Figure 1. Metal 2.
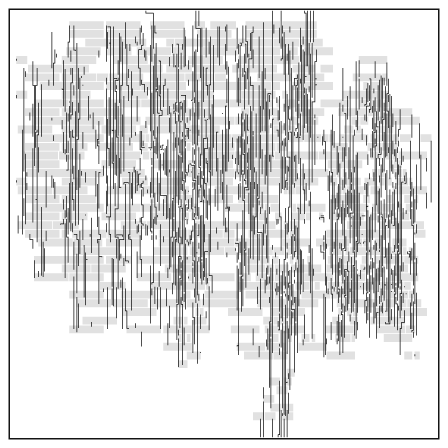
Figure 2. Where the registers sit.
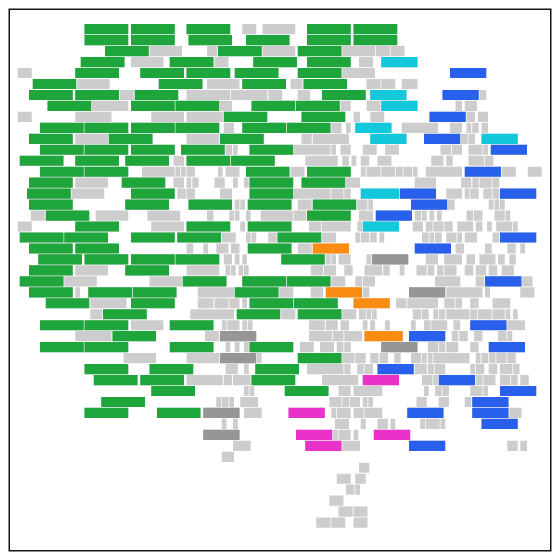
Design char_seq, sky130hd; sources not shown.
==> job_summary.md <==
## Synthesis and layout report

| Metric | Value |
|---|---|
| Net count of the mapped netlist | 554 |
| Cell area after synthesis | 0.007717 mm² |
| Number of setup violations in the final report | 0 |
| Number of buffers inserted during clock tree synthesis | 17 |
| Antenna-violating nets left | 0 |
| Biggest area cells | sky130_fd_sc_hd__edfxtp_1 (50%), sky130_fd_sc_hd__dfrtp_1 (15%), sky130_fd_sc_hd__mux4_2 (7.6%) |
| Mean post-synth cell area | 14.53 µm² |
| Worst hold-check path type | input port to async pin |
| Final worst-path cycle share | 0.8764 |
| Antenna violations before repair | 0 |
| Hold buffer count at cts | 0 |
| Max reg flops | 128 |
| Vias/cell | 5.935 |
| Buffers added on ports | 26 |
| Post-DR wirelength/cell | 21.01 µm |
| Root Driver | sky130_fd_sc_hd__clkbuf_16 |
| Wire length of the first global-routing pass | 26,250 µm |
| Power Density | 527.1 mW/mm² |
| Post-place instance area | 0.008167 mm² |
| Slew at the pin closest to its max-slew limit | 1.098 ns |
| Stage delay of the slowest cell on the critical path | 0.62 ns |
| Switching power | 1.505 mW |
| Nature of the critical path startpoint | register |
| Detailed Routing Iterations Pass 1 | 4 |
| Worst path cell trace | or4_4 > or4_4 > o21ai_4 > nand3_1 > or2_2 > inv_1 > ha_1 > nor2b_1 > o21a_1 > nor3_1 > nand3_1 > a21boi_0 > nor3_1 |
| Total placed cells including tap cells | 757 |
| Warning total across the stage logs | 30 |
| Commonest register cell after synthesis | sky130_fd_sc_hd__edfxtp_1 |
| Number of standard-cell rows in the floorplan | 47 |
| Power Internal | 3.128 mW |
| Final tally of hold violations | 0 |
| Total routing resource utilization after global routing | 0.1947 |
| Overall die width | 134.0 µm |
| Layout cell share with drive strength beyond 1 | 0.1406 |
| Met3 layer usage reported by global route | 0.04611 |
| Worst Skew | 0.01058 ns |
| Outcome | finished clean |
| Top Ports | 27 |
| Slew Limit Headroom | 0.2677 |
| Post-CTS setup buffers | 0 |
| CP Depth | 13 |
| Length in cells of the worst reg-to-reg path | 13 |
| Combinational share of power | 0.282 |
| Switching Share | 0.3249 |
| CP Buf/Inv Count | 1 |
| Portion of total power attributed to the clock network | 0.303 |
| Max Cap Viol | 0 |
| Worst-path cell with the longest stage delay | sky130_fd_sc_hd__or4_4 |
| Top cell area share | 0.4981 |
| Crit Path Max Fanout | 15 |
| Leading area contributor after synthesis | sky130_fd_sc_hd__edfxtp_1 |
| Busiest metal layer after global routing | met2 |
| DIE AREA | 0.01794 mm² |
| Sequential area share after synthesis | 0.6539 |
| Layout net count | 580 |
| Post-place setup slack | 0.6635 ns |
| Worst path arrival time | 4.49 ns |
| Remaining global-route overflow | 0 |
| Post-synth tally of flip-flops with integrated enable | 128 |
| Final Wtd Congestion | 0.8465 |
| Sum of internal, switching and leakage power | 4.633 mW |
| Minimum setup slack in the final design | 0.5934 ns |
| Post-detailed-route DRC marker count | 0 |
| Clk Latency, worst-skew pair | 0.43 ns |
| Area inside the core boundary | 0.01664 mm² |
| Maximum number of pins on one net before global-route repair | 49 |
| Crit end category | register |
| Category of the critical setup timing path | register to register |
| Yosys warnings | 0 |
| Post-CTS sizing | 0 |
| R2R Setup Slk | 0.59 ns |
| Area growth syn-to-layout | 13.89% |
| Static leakage | 3.041 nW |
| Minimum clock period | 4.207 ns |
| Final standard cell area without fillers | 0.008790 mm² |
| Number of standard cells reported by yosys | 531 |
| Worst hold margin | 0.1550 ns |
| Number of sinks driven by the clock tree | 176 |
| Post-synthesis sequential element count | 176 |
About Figure 1:
wire length on this layer = 8,930 µm
longest straight run = 59.5 µm
nets with wire on the layer = 501
main direction = vertical
share of all routed wire = 54%
total number of vias: 4,683
met2 Usage GRT: 0.3411
total wirelength of the detailed-routed design: 16,580 µm

About Figure 2:
level -> magenta  # placed flops 5, where bottom middle
cnt -> blue  # placed flops 24
mem -> green  # placed flops 128
disp_char -> cyan  # placed flops 8
rd_ptr -> orange  # placed flops 4
Storage cell area: 0.005047 mm²
Power Sequential: 1.92 mW
Seq area share: 0.5742
final core area utilization: 0.5282

## cells in the mapped netlist (3+ instances only)
cell type,count
sky130_fd_sc_hd__nor3_1,16
sky130_fd_sc_hd__nor2_1,52
sky130_fd_sc_hd__a21o_1,3
sky130_fd_sc_hd__xnor2_1,5
sky130_fd_sc_hd__a22oi_1,8
sky130_fd_sc_hd__and3_1,3
sky130_fd_sc_hd__nand3_1,10
sky130_fd_sc_hd__edfxtp_1,128
sky130_fd_sc_hd__nand2_1,30
sky130_fd_sc_hd__buf_2,6
sky130_fd_sc_hd__or2_2,4
sky130_fd_sc_hd__nand4_1,4
sky130_fd_sc_hd__a221oi_1,9
sky130_fd_sc_hd__inv_1,9
sky130_fd_sc_hd__ha_1,10
sky130_fd_sc_hd__xor2_1,4
sky130_fd_sc_hd__a311oi_1,7
sky130_fd_sc_hd__o21a_1,4
sky130_fd_sc_hd__dfrtp_1,47
sky130_fd_sc_hd__a211oi_1,8
sky130_fd_sc_hd__mux4_2,26
sky130_fd_sc_hd__o21ai_0,15
sky130_fd_sc_hd__nand2b_1,5
sky130_fd_sc_hd__a221o_1,4
sky130_fd_sc_hd__clkbuf_1,15
sky130_fd_sc_hd__a21oi_1,17
sky130_fd_sc_hd__nor2b_1,7
sky130_fd_sc_hd__nand3b_1,3
sky130_fd_sc_hd__a21boi_0,3
sky130_fd_sc_hd__or3_1,6
sky130_fd_sc_hd__nor4_1,6
sky130_fd_sc_hd__mux2i_1,19
## metal layers
metal,wire length (µm),up-vias
met3,932,20
li1,-,2118
met5,0,-
met2,8928,162
met1,6494,2383
met4,223,0
## layout make-up
| cell class | instances | area, µm² |
|---|---|---|
| timing repair buffer | 32 | 312.8 |
| multi-input combinational | 320 | 2514 |
| tap | 220 | 275.3 |
| clock buffer | 17 | 425.4 |
| fill | 1290 | 7853 |
| sequential | 176 | 5047 |
| clock inverter | 14 | 177.7 |
| inverter | 10 | 37.54 |
## cells by family (layout without fill, tap and decap cells)
group	Yosys count	in the layout	synth area share
AND/OR/NAND/NOR	158	158	0.1015
multiplexers	47	47	0.1034
other	1	1	0.0004859
XOR/XNOR	9	9	0.01021
flip-flops	176	176	0.6539
buffers and inverters	35	73	0.02043
AND-OR/OR-AND	94	94	0.09128
adder cells (fa/ha/maj)	11	11	0.01881
## power by group through the flow
stage	Clock (mW)	Combinational (mW)	Sequential, mW
6_report	1.40	1.31	1.92
5_1_grt	1.48	1.42	1.94
4_1_cts	1.41	1.24	1.97
3_5_place_dp	0	1.23	2.00
3_3_place_gp	0	1.20	1.99
2_1_floorplan	0	0.956	1.92
## cells in the final DEF, fill, tap and decap left out, drive strengths merged, types with 3 or more instances in the layout
master and instances:
xor2 4, o211ai 3, a21o 3, nand2 30, a211oi 8, a221o 4, nor3 17, mux4 26
nor2b 7, clkinv 5, a221oi 9, a311oi 7, a21boi 3, ha 10, nor4 6, nand3 10
buf 7, nand3b 3, mux2i 19, dfrtp 47, nor2 53, a22oi 8, inv 17, or4 4
and3 3, edfxtp 128, clkdlybuf4s50 25, o21ai 18, xnor2 5, clkbuf 17, or3 6, nand2b 5
nand4 4, or2 4, a21oi 17, o21a 4
No activity file was given, so power comes from the tool's default toggle rates.
